Fig. 1: run 1, met4 routing
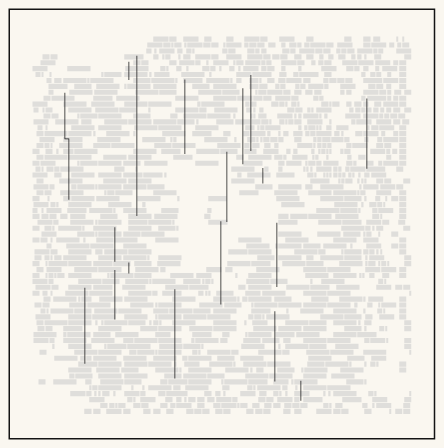
Fig. 2: run 1, routed metal, one colour a layer
Two of the layers only.
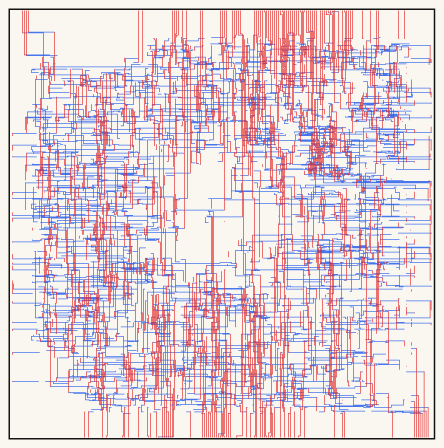
Fig. 3: run 1, routing congestion map
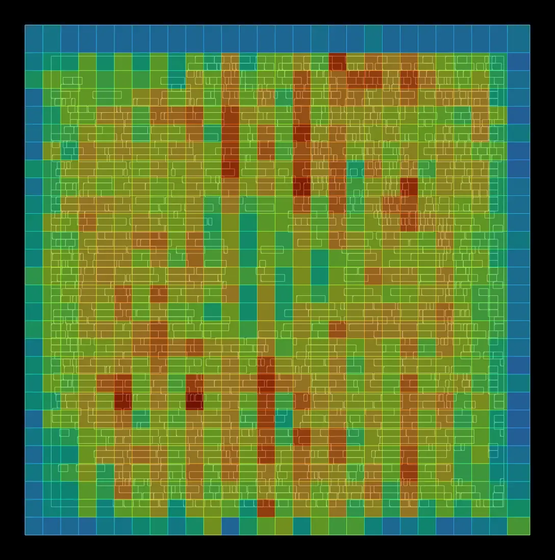
### config.mk
export PLATFORM = sky130hd
export DESIGN_NAME = axi4_lite_master_q
export DESIGN_NICKNAME = d
export VERILOG_FILES = /design/src/rtl/axi4_lite_master_q.sv
export SDC_FILE = /design/constraint.sdc
export NUM_CORES = 1
export LEC_CHECK = 0
export CAP_MARGIN = 20
export CORE_AREA = 10 10 185 187
export DETAILED_ROUTE_END_ITERATION = 8
export DIE_AREA = 0 0 195 197
export HOLD_SLACK_MARGIN = 0.1
export PLACE_DENSITY_LB_ADDON = 0.25
export SLEW_MARGIN = 5
export SYNTH_ARGS = -nofsm -noshare
export SYNTH_HDL_FRONTEND = slang
export SYNTH_SLANG_ARGS = --single-unit
### constraint.sdc
create_clock -name aclk -period 5.8 [get_ports aclk]
set_clock_uncertainty 0.1 [all_clocks]
set_input_delay 1.45 -clock aclk [delete_from_list [all_inputs] [get_ports aclk]]
set_output_delay 1.45 -clock aclk [all_outputs]
set_load 0.02 [all_outputs]
### src/rtl/axi4_lite_master_q.sv
// axi4_lite_master_q
//   Queued AXI4-Lite master. Read/write commands enter a CMD_DEPTH-deep FIFO
//   and are executed strictly in order, one bus transaction at a time. Each
//   command produces exactly one response on the response port.
//
// Handshake semantics (all valid/ready pairs, command, response and AXI):
//   A transfer happens on a rising aclk edge where valid && ready. The
//   producer holds valid high with a stable payload until that edge. It never
//   withdraws valid early. Ready may be raised or dropped freely.
//
// Ports
//   aclk, rst_n          clock, synchronous active-low reset
//   cmd_*                command input (valid/ready), cmd_ready = FIFO not full
//   rsp_*                response output (valid/ready), rdata is 0 for writes
//   busy                 FIFO non-empty or a transaction in progress
//   pending              FIFO occupancy, 0..CMD_DEPTH
//   aw*/w*/b*/ar*/r*     AXI4-Lite master channels, prot fixed to 3'b000
module axi4_lite_master_q #(
  parameter int ADDR_W    = 32,
  parameter int DATA_W    = 32,
  parameter int CMD_DEPTH = 4
) (
  input  logic                         aclk,
  input  logic                         rst_n,
  input  logic                         cmd_valid,
  output logic                         cmd_ready,
  input  logic                         cmd_write,
  input  logic [ADDR_W-1:0]            cmd_addr,
  input  logic [DATA_W-1:0]            cmd_wdata,
  input  logic [DATA_W/8-1:0]          cmd_wstrb,
  output logic                         rsp_valid,
  input  logic                         rsp_ready,
  output logic                         rsp_write,
  output logic [DATA_W-1:0]            rsp_rdata,
  output logic [1:0]                   rsp_resp,
  output logic                         busy,
  output logic [$clog2(CMD_DEPTH):0]   pending,
  output logic [ADDR_W-1:0]            awaddr,
  output logic [2:0]                   awprot,
  output logic                         awvalid,
  input  logic                         awready,
  output logic [DATA_W-1:0]            wdata,
  output logic [DATA_W/8-1:0]          wstrb,
  output logic                         wvalid,
  input  logic                         wready,
  input  logic [1:0]                   bresp,
  input  logic                         bvalid,
  output logic                         bready,
  output logic [ADDR_W-1:0]            araddr,
  output logic [2:0]                   arprot,
  output logic                         arvalid,
  input  logic                         arready,
  input  logic [DATA_W-1:0]            rdata,
  input  logic [1:0]                   rresp,
  input  logic                         rvalid,
  output logic                         rready
);

  localparam int STRB_W = DATA_W / 8;
  localparam int PTR_W  = $clog2(CMD_DEPTH);
  localparam int CNT_W  = PTR_W + 1;
  localparam int ENT_W  = 1 + ADDR_W + DATA_W + STRB_W;
  localparam logic [CNT_W-1:0] FULL = CNT_W'(CMD_DEPTH);

  typedef enum logic [2:0] {S_IDLE, S_WR, S_WB, S_RA, S_RD, S_RSP} state_e;

  state_e              state_q, state_d;
  logic [ENT_W-1:0]    mem_q [CMD_DEPTH];
  logic [ENT_W-1:0]    mem_d [CMD_DEPTH];
  logic [PTR_W-1:0]    wr_ptr_q, wr_ptr_d, rd_ptr_q, rd_ptr_d;
  logic [CNT_W-1:0]    cnt_q, cnt_d;
  logic                cur_write_q, cur_write_d;
  logic [ADDR_W-1:0]   cur_addr_q, cur_addr_d;
  logic [DATA_W-1:0]   cur_wdata_q, cur_wdata_d;
  logic [STRB_W-1:0]   cur_wstrb_q, cur_wstrb_d;
  // launch_q marks the first cycle in WR/RA; the AXI valids rise one cycle
  // after the pop so the latched command is already stable on the bus.
  logic                launch_q, launch_d;
  logic                aw_done_q, aw_done_d, w_done_q, w_done_d;
  logic                awvalid_q, awvalid_d, wvalid_q, wvalid_d, bready_q, bready_d;
  logic                arvalid_q, arvalid_d, rready_q, rready_d;
  logic                rsp_valid_q, rsp_valid_d, rsp_write_q, rsp_write_d;
  logic [DATA_W-1:0]   rsp_rdata_q, rsp_rdata_d;
  logic [1:0]          rsp_resp_q, rsp_resp_d;

  logic                push, pop, aw_hs, w_hs;
  logic                head_write;
  logic [ADDR_W-1:0]   head_addr;
  logic [DATA_W-1:0]   head_wdata;
  logic [STRB_W-1:0]   head_wstrb;

  assign cmd_ready = (cnt_q != FULL);
  assign push      = cmd_valid && cmd_ready;
  assign pop       = (state_q == S_IDLE) && (cnt_q != '0);
  assign aw_hs     = awvalid_q && awready;
  assign w_hs      = wvalid_q && wready;
  assign {head_write, head_addr, head_wdata, head_wstrb} = mem_q[rd_ptr_q];

  always_comb begin
    mem_d    = mem_q;
    wr_ptr_d = wr_ptr_q;
    rd_ptr_d = rd_ptr_q;
    cnt_d    = cnt_q;
    if (push) begin
      mem_d[wr_ptr_q] = {cmd_write, cmd_addr, cmd_wdata, cmd_wstrb};
      wr_ptr_d        = wr_ptr_q + PTR_W'(1);
    end
    if (pop) rd_ptr_d = rd_ptr_q + PTR_W'(1);
    case ({push, pop})
      2'b10:   cnt_d = cnt_q + CNT_W'(1);
      2'b01:   cnt_d = cnt_q - CNT_W'(1);
      default: cnt_d = cnt_q;
    endcase
  end

  always_comb begin
    state_d     = state_q;
    cur_write_d = cur_write_q;
    cur_addr_d  = cur_addr_q;
    cur_wdata_d = cur_wdata_q;
    cur_wstrb_d = cur_wstrb_q;
    launch_d    = 1'b0;
    aw_done_d   = aw_done_q;
    w_done_d    = w_done_q;
    awvalid_d   = awvalid_q;
    wvalid_d    = wvalid_q;
    bready_d    = bready_q;
    arvalid_d   = arvalid_q;
    rready_d    = rready_q;
    rsp_valid_d = rsp_valid_q;
    rsp_write_d = rsp_write_q;
    rsp_rdata_d = rsp_rdata_q;
    rsp_resp_d  = rsp_resp_q;
    case (state_q)
      S_IDLE: begin
        if (pop) begin
          cur_write_d = head_write;
          cur_addr_d  = head_addr;
          cur_wdata_d = head_wdata;
          cur_wstrb_d = head_wstrb;
          launch_d    = 1'b1;
          aw_done_d   = 1'b0;
          w_done_d    = 1'b0;
          state_d     = head_write ? S_WR : S_RA;
        end
      end
      S_WR: begin
        if (launch_q) begin
          awvalid_d = 1'b1;
          wvalid_d  = 1'b1;
        end else begin
          // AW and W complete independently, in any order or together.
          if (aw_hs) begin
            awvalid_d = 1'b0;
            aw_done_d = 1'b1;
          end
          if (w_hs) begin
            wvalid_d = 1'b0;
            w_done_d = 1'b1;
          end
          if ((aw_done_q || aw_hs) && (w_done_q || w_hs)) begin
            bready_d = 1'b1;
            state_d  = S_WB;
          end
        end
      end
      S_WB: begin
        if (bvalid && bready_q) begin
          bready_d    = 1'b0;
          rsp_write_d = 1'b1;
          rsp_rdata_d = '0;
          rsp_resp_d  = bresp;
          rsp_valid_d = 1'b1;
          state_d     = S_RSP;
        end
      end
      S_RA: begin
        if (launch_q) begin
          arvalid_d = 1'b1;
        end else if (arvalid_q && arready) begin
          arvalid_d = 1'b0;
          rready_d  = 1'b1;
          state_d   = S_RD;
        end
      end
      S_RD: begin
        if (rvalid && rready_q) begin
          rready_d    = 1'b0;
          rsp_write_d = 1'b0;
          rsp_rdata_d = rdata;
          rsp_resp_d  = rresp;
          rsp_valid_d = 1'b1;
          state_d     = S_RSP;
        end
      end
      S_RSP: begin
        if (rsp_ready) begin
          rsp_valid_d = 1'b0;
          state_d     = S_IDLE;
        end
      end
      default: state_d = S_IDLE;
    endcase
  end

  // FIFO storage carries no reset; occupancy and pointers define validity.
  always_ff @(posedge aclk) begin
    mem_q <= mem_d;
  end

  always_ff @(posedge aclk) begin
    if (!rst_n) begin
      state_q     <= S_IDLE;
      wr_ptr_q    <= '0;
      rd_ptr_q    <= '0;
      cnt_q       <= '0;
      cur_write_q <= 1'b0;
      cur_addr_q  <= '0;
      cur_wdata_q <= '0;
      cur_wstrb_q <= '0;
      launch_q    <= 1'b0;
      aw_done_q   <= 1'b0;
      w_done_q    <= 1'b0;
      awvalid_q   <= 1'b0;
      wvalid_q    <= 1'b0;
      bready_q    <= 1'b0;
      arvalid_q   <= 1'b0;
      rready_q    <= 1'b0;
      rsp_valid_q <= 1'b0;
      rsp_write_q <= 1'b0;
      rsp_rdata_q <= '0;
      rsp_resp_q  <= '0;
    end else begin
      state_q     <= state_d;
      wr_ptr_q    <= wr_ptr_d;
      rd_ptr_q    <= rd_ptr_d;
      cnt_q       <= cnt_d;
      cur_write_q <= cur_write_d;
      cur_addr_q  <= cur_addr_d;
      cur_wdata_q <= cur_wdata_d;
      cur_wstrb_q <= cur_wstrb_d;
      launch_q    <= launch_d;
      aw_done_q   <= aw_done_d;
      w_done_q    <= w_done_d;
      awvalid_q   <= awvalid_d;
      wvalid_q    <= wvalid_d;
      bready_q    <= bready_d;
      arvalid_q   <= arvalid_d;
      rready_q    <= rready_d;
      rsp_valid_q <= rsp_valid_d;
      rsp_write_q <= rsp_write_d;
      rsp_rdata_q <= rsp_rdata_d;
      rsp_resp_q  <= rsp_resp_d;
    end
  end

  // Payloads come straight from the latched command, which only changes on
  // a pop, so they are stable for the whole life of each valid.
  assign awaddr    = cur_addr_q;
  assign araddr    = cur_addr_q;
  assign wdata     = cur_wdata_q;
  assign wstrb     = cur_wstrb_q;
  assign awprot    = 3'b000;
  assign arprot    = 3'b000;
  assign awvalid   = awvalid_q;
  assign wvalid    = wvalid_q;
  assign bready    = bready_q;
  assign arvalid   = arvalid_q;
  assign rready    = rready_q;
  assign rsp_valid = rsp_valid_q;
  assign rsp_write = rsp_write_q;
  assign rsp_rdata = rsp_rdata_q;
  assign rsp_resp  = rsp_resp_q;
  assign busy      = (cnt_q != '0) || (state_q != S_IDLE);
  assign pending   = cnt_q;

endmodule

==> deck_impl_summary.md, run 1 <==
Run Summary

Flow run
  • Max Cap Viol: 0

Layout
  • ANT cells: 1
  • Most instantiated logic cell after routing: edfxtp_1
  • Top cells excl fill/tap: edfxtp_1, clkdlybuf4s50_1, nand2_1
  • P&R area growth vs syn: 26.75%
  • Inverters: 10
  • Final-layout clock buffer total: 57
  • Fraction of area in clock buffers and inverters: 6.800%
  • Fin area: 0.01903 mm^2
  • Flop count: 398

Setup path
  • Setup crit end kind: primary output
  • Top delay family on crit path: flip-flops
  • CP Buf/Inv Count: 1
  • R2R Path End: wdata[17]$_SDFFE_PN0P_
  • Ordered list of cells on the worst path: nor3_2 -> nand2b_1 -> clkdlybuf4s50_1

Yosys
  • Cell Type Count: approximately 42
  • Ys Warns: 0
  • Number of enable flip-flop cells: roughly 280
  • Yosys chip area: 0.01501 mm^2

Drt
  • Via density: 5.267
  • Top sig layer: met4
  • DRT Pass-1 Iters: 6

Floorplanning
  • DIE HEIGHT: 197 um
  • Rows: roughly 64
  • Die extent in x: 195 um
  • Top Ports: 266

Placement
  • DP Area: 0.01770 mm^2

Timing
  • Worst slew pin tran: 1.074 ns
  • Crit share post-route: around 67%
  • Slew Viols, Final: 0

Pwr
  • Reg power frac: between 40 and 50%
  • Max VDD drop: a little over 0.0004 V
  • Seq group: 3.79 mW
  • Sw frac: just over 30%

Status
  • Outcome: complete, no violations

Clock tree
  • CTS sink cnt: 398
  • CTS Buf Count: 41
  • Clk root buf: clkbuf_16

Global route
  • Largest net degree at the start of global routing: 125
  • Gr busiest metal: met2

Min path
  • Min-Delay Path Class: reg2reg
Back to the opening pictures, Fig. 1:
nets with wire on the layer: 8
share of all routed wire: 1.6%
main direction: vertical
longest straight run: 73.4 um
wire length on this layer: 533 um
final wirelength: 32660 um
via count: 8437

Back to the opening pictures, Fig. 2:
legend:
  metal 2:
    colour: red
    wire_length: 16400 um
  metal 1:
    colour: blue
    wire_length: 13700 um

Back to the opening pictures, Fig. 3:
GR Util met1: 20.73%
met2 Resource Use GR: 28.42%
met3 Use GR: 4.107%

run 1: synthesized netlist by cell type (2+ instances only):
cell,count
or3_1,3
buf_4,40
ha_1,5
a21boi_1,2
a21boi_0,73
a21oi_1,5
nand2_1,165
buf_2,27
and2_1,7
inv_1,9
and3_1,5
o21ai_0,8
nor3b_1,3
dfxtp_1,122
xnor2_1,4
a21o_1,2
edfxtp_1,276
nand2b_1,3
nor2b_1,35
nor3_2,2
nor2_1,3
mux4_2,69
nand3_1,4
a22oi_1,33
a31oi_1,2
clkbuf_1,23
run 1: cells by family after synthesis:
group	after synthesis	share of synthesized area [%]
compound gates	131	6.418
xor+xnor	5	0.2917
fa+ha+maj	6	0.5501
buf+inv	100	3.726
flops	398	71.48
mux	70	10.42
other cells	1	0.02498
simple gates	235	7.093
==> run 2: changes to the inputs <==
- CORE_AREA: 10 10 185 187 -> 10 10 190 192
- DIE_AREA: 0 0 195 197 -> 0 0 200 202
- clock period: 5.8 -> 3.35 ns (I/O delays scaled with it)
==> run 2 against run 1 <==
Sequential share of layout area shrank 0.59 points; sequential power grew 71%; worst setup slack lost 1.7 ns; first-iteration DRC count shrank 21%; critical path type unchanged.
==> deck_impl_summary.md, run 2 <==
Run Summary

Layout
  • P&R area growth vs syn: 28.08%
  • Multi-input logic area: 0.003775 mm^2
  • Inverters: 10
  • Top cell class by occupied area: flip-flops and latches
  • Final-layout clock buffer total: 58
  • Fraction of area in clock buffers and inverters: 7.041%
  • ANT cells: 2
  • Fin area: slightly below 0.02 mm^2
  • Plain + repair buffers: 274
  • Layout cells sized above 1: 13.03%
  • Most instantiated logic cell after routing: edfxtp_1
  • Flop area: 0.01074 mm^2
  • Logic share of the area: ~20%
  • Top cells excl fill/tap: edfxtp_1, clkdlybuf4s50_1, nand2_1
  • Flop count: 398

Yosys
  • Dominant comb cell: multiplexers
  • Number of enable flip-flop cells: roughly 280
  • Area fraction in compound gates: 6.418%
  • Synth mux share: 10.42%
  • Synthesized instance count: 946
  • Adder Share, Synth: 0.5501%
  • Cell taking the most area after synthesis: edfxtp_1
  • Ys Warns: 0
  • Flops after synth: 398
  • Yosys chip area: roughly 0.015 mm^2
  • Xor/xnor share of the synthesized area: less than 1%
  • Most frequent cells after synthesis: edfxtp_1, nand2_1, dfxtp_1
  • Yosys top cell by instances: edfxtp_1
  • Cell Type Count: 42
  • Simple Share, Synth: about 7%

Pwr
  • Clock power frac: 29.3%
  • Max VDD drop: 0.0007799 V
  • Reg power frac: 42.1%
  • Sw frac: 30.46%

Timing
  • Final setup violation count: 0
  • Crit share post-route: 94.57%
  • Worst slew pin tran: 0.9021 ns
  • Slew Viols, Final: 0
  • RSZ-0062 raised after global routing: false
  • Fin crit period: 3.168 ns

Drt
  • Top sig layer: met5
  • DRT Pass-1 Iters: 5
  • Via density: 5.116

Floorplanning
  • Die extent in x: 200 um
  • DIE HEIGHT: just over 200 um
  • Die Size: 0.04040 mm^2
  • Top Ports: about 270
  • Rows: 66

Global route
  • Met3 Use GR: 4.154%
  • Met2 Resource Use GR: 27.36%
  • Largest net degree at the start of global routing: about 84
  • GR Util met1: 20.02%
  • Number of global-route vias before repair: 8719
  • Gr busiest metal: met2

Setup path
  • Setup crit end kind: primary output
  • Top delay family on crit path: simple AND/OR/NAND/NOR gates
  • FF-to-FF path depth: 9
  • R2R Path End: pending[2]$_SDFFE_PN0P_
  • Max FO, Critical Path: 5
  • Reg-to-Reg Start: pending[0]$_SDFFE_PN0P_
  • CP Buf/Inv Count: 1
  • Critical path depth: 3
  • Ordered list of cells on the worst path: or3_1 -> nand2b_1 -> clkdlybuf4s50_1

Clock tree
  • Setup Fix Bufs, Post-CTS: 0
  • CTS sink cnt: 398
  • Clk root buf: clkbuf_16
  • CTS Buf Count: about 42

Min path
  • Min-Delay Path Class: reg2reg
  • HP Start: rsp_valid$_SDFFE_PN0P_
  • WHS Path Cells: 2

Placement
  • DP Area: between 0.015 and 0.02 mm^2
  • PortBufs: about 260

Flow run
  • Max Cap Viol: 0

Status
  • Outcome: complete, no violations
==> run 2: power groups by stage <==
stage | clock network, mW | logic, mW | registers, mW
3_5_place_dp | 0 | 4.47 | 6.59
2_1_floorplan | 0 | 2.58 | 6.77
4_1_cts | 4.61 | 4.49 | 6.50
6_report | 4.50 | 4.38 | 6.47
3_3_place_gp | 0 | 4.46 | 6.57
5_1_grt | 4.80 | 4.79 | 6.57
==> run 2: through the flow <==
stage          total power, mW  setup slack, ns  utilization, %
2_1_floorplan            9.347           0.2975               -
4_1_cts                  15.60           0.1464           59.53
3_5_place_dp             11.06           0.3485           55.34
5_1_grt                  16.16           0.1022           59.53
3_3_place_gp             11.02           0.3798           55.34
6_report                 15.36           0.1819           59.55
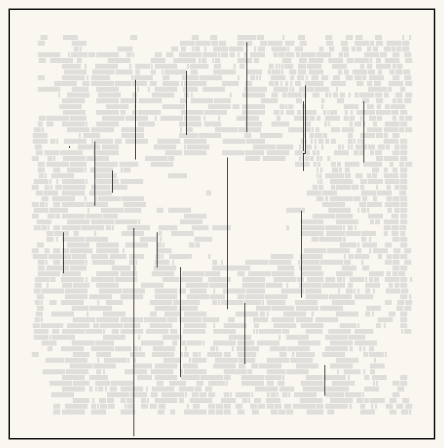
Fig. 4. Met4 routing (run 2).
share of all routed wire: 1.8%
nets with wire on the layer: 9
main direction: vertical
longest straight run: 97.9 um
final wirelength: 33220 um
via count: 8478

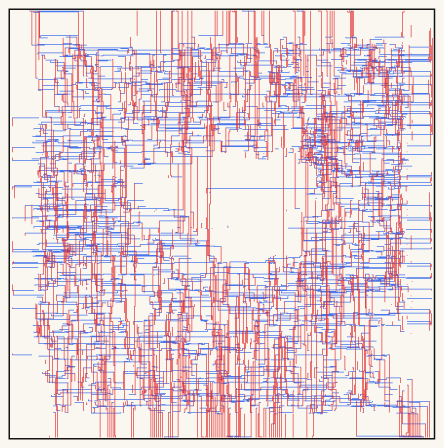
Fig. 5. Routed metal, one colour a layer (run 2).
Two of the layers only.
legend:
  metal 1:
    colour: blue
    wire_length: 13900 um
  metal 2:
    colour: red
    wire_length: 16400 um
WL/cell: 20.05 um
Tot GR Track Use: 16.14%

==> run 3: changes to the inputs <==
- CORE_AREA: 10 10 190 192 -> 10 10 219 221
- DIE_AREA: 0 0 200 202 -> 0 0 229 231
==> run 3 against run 2 <==
Via count rose by 0.44%; critical path depth did not move; cell count rose by 9.4%; die size rose by 31%; register-to-register slack got worse by 0.04 ns; synthesized cell count did not move; count of clock-buffer cells in the layout rose by 14; core utilization fell by 15 points; highest routed layer unchanged; largest power group unchanged; first-iteration DRC count rose by 29%; clock power rose by 4.4%; sequential share of layout area fell by 0.93 points; largest cell class unchanged.
==> deck_impl_summary.md, run 3 <==
Run Summary

Pwr
  • Clock-net power: between 4 and 5 mW
  • Sw frac: between 30% and 40%
  • P_comb: roughly 4.5 mW
  • Power Total: roughly 16 mW

Yosys
  • Cell taking the most area after synthesis: edfxtp_1
  • Area fraction in compound gates: 6.418%
  • Simple Share, Synth: 7.093%
  • Most frequent cells after synthesis: edfxtp_1, nand2_1, dfxtp_1
  • Number of enable flip-flop cells: 276
  • Flops after synth: between 300 and 400
  • Synth mux share: 10.42%
  • Xor/xnor share of the synthesized area: 0.2917%

Layout
  • Final-layout clock buffer total: between 70 and 80
  • Fraction of area in clock buffers and inverters: 7.269%
  • P&R area growth vs syn: 30.25%
  • Most instantiated logic cell after routing: edfxtp_1
  • Layout cells sized above 1: 13.36%
  • Logic share of the area: 19.31%
  • Inverters: 10
  • Plain + repair buffers: 277

Placement
  • DP Worst Slack: 0.3207 ns

Drt
  • Via density: 4.697
  • WL/cell: ~20 um
  • Top sig layer: met5

Timing
  • Crit share post-route: 94.82%
  • PnR worst setup slack: 0.1736 ns
  • Worst slew pin tran: approximately 0.95 ns
  • Slew Viols, Final: 0

Setup path
  • Top delay family on crit path: simple AND/OR/NAND/NOR gates
  • Ordered list of cells on the worst path: or3_1 -> nand2b_1 -> clkdlybuf4s50_1
  • CP Buf/Inv Count: 1

Clock tree
  • Setup Fix Bufs, Post-CTS: 0
  • CTS Buf Count: 44

Floorplanning
  • Rows: 77

Flow run
  • Max Cap Viol: 0

Global route
  • Tot GR Track Use: between 10% and 20%
  • Number of global-route vias before repair: 8915

Status
  • Outcome: complete, no violations
-- run 3: final timing paths --
check                           start                  endpoint  slack, ns
min reg2reg  rsp_resp[1]$_SDFFE_PN0P_  rsp_resp[1]$_SDFFE_PN0P_       0.35
max reg2reg   pending[0]$_SDFFE_PN0P_   pending[2]$_SDFFE_PN0P_       0.80
max           pending[0]$_SDFFE_PN0P_                      busy       0.17
min          rsp_resp[1]$_SDFFE_PN0P_  rsp_resp[1]$_SDFFE_PN0P_       0.35
-- run 3: per-stage QoR --
step,hold WS (ns),cell area [um^2]
2_1_floorplan,0.3376,15030
3_3_place_gp,0.3311,18130
3_5_place_dp,0.3419,18130
4_1_cts,0.3500,19550
5_1_grt,0.3638,19550
6_report,0.3464,19550
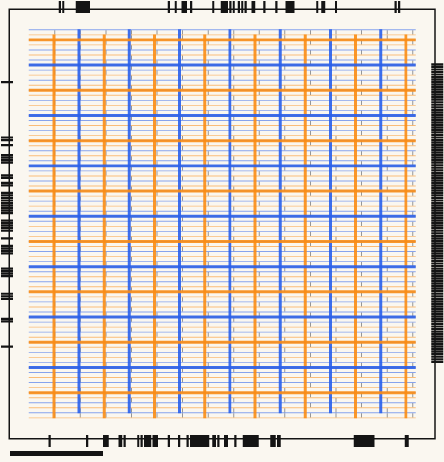
Fig. 6. Power grid (run 3).
Scale bar: 50 um. Pins as bars on the die edge. Tap cells in grey.
legend:
  VSS:
    colour: orange
  VDD:
    colour: blue
signal pins: 266
met5 straps: 15
DIE HEIGHT: 231 um
Max VDD drop: 0.0004645 V
die extent in x: 229 um

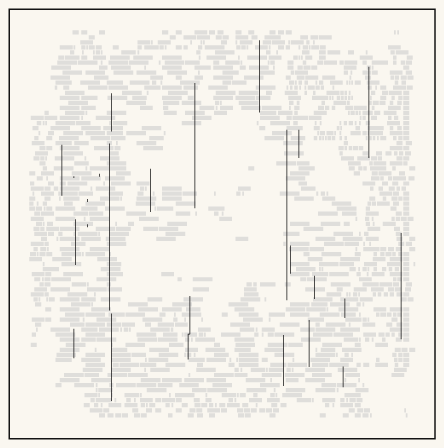
Fig. 7. Met4 routing (run 3).
main direction: vertical
longest straight run: 91.8 um
nets with wire on the layer: 11
wire length on this layer: 707 um
via count: 8515
final wirelength: 35840 um

No activity file was given, so power comes from the tool's default toggle rates.
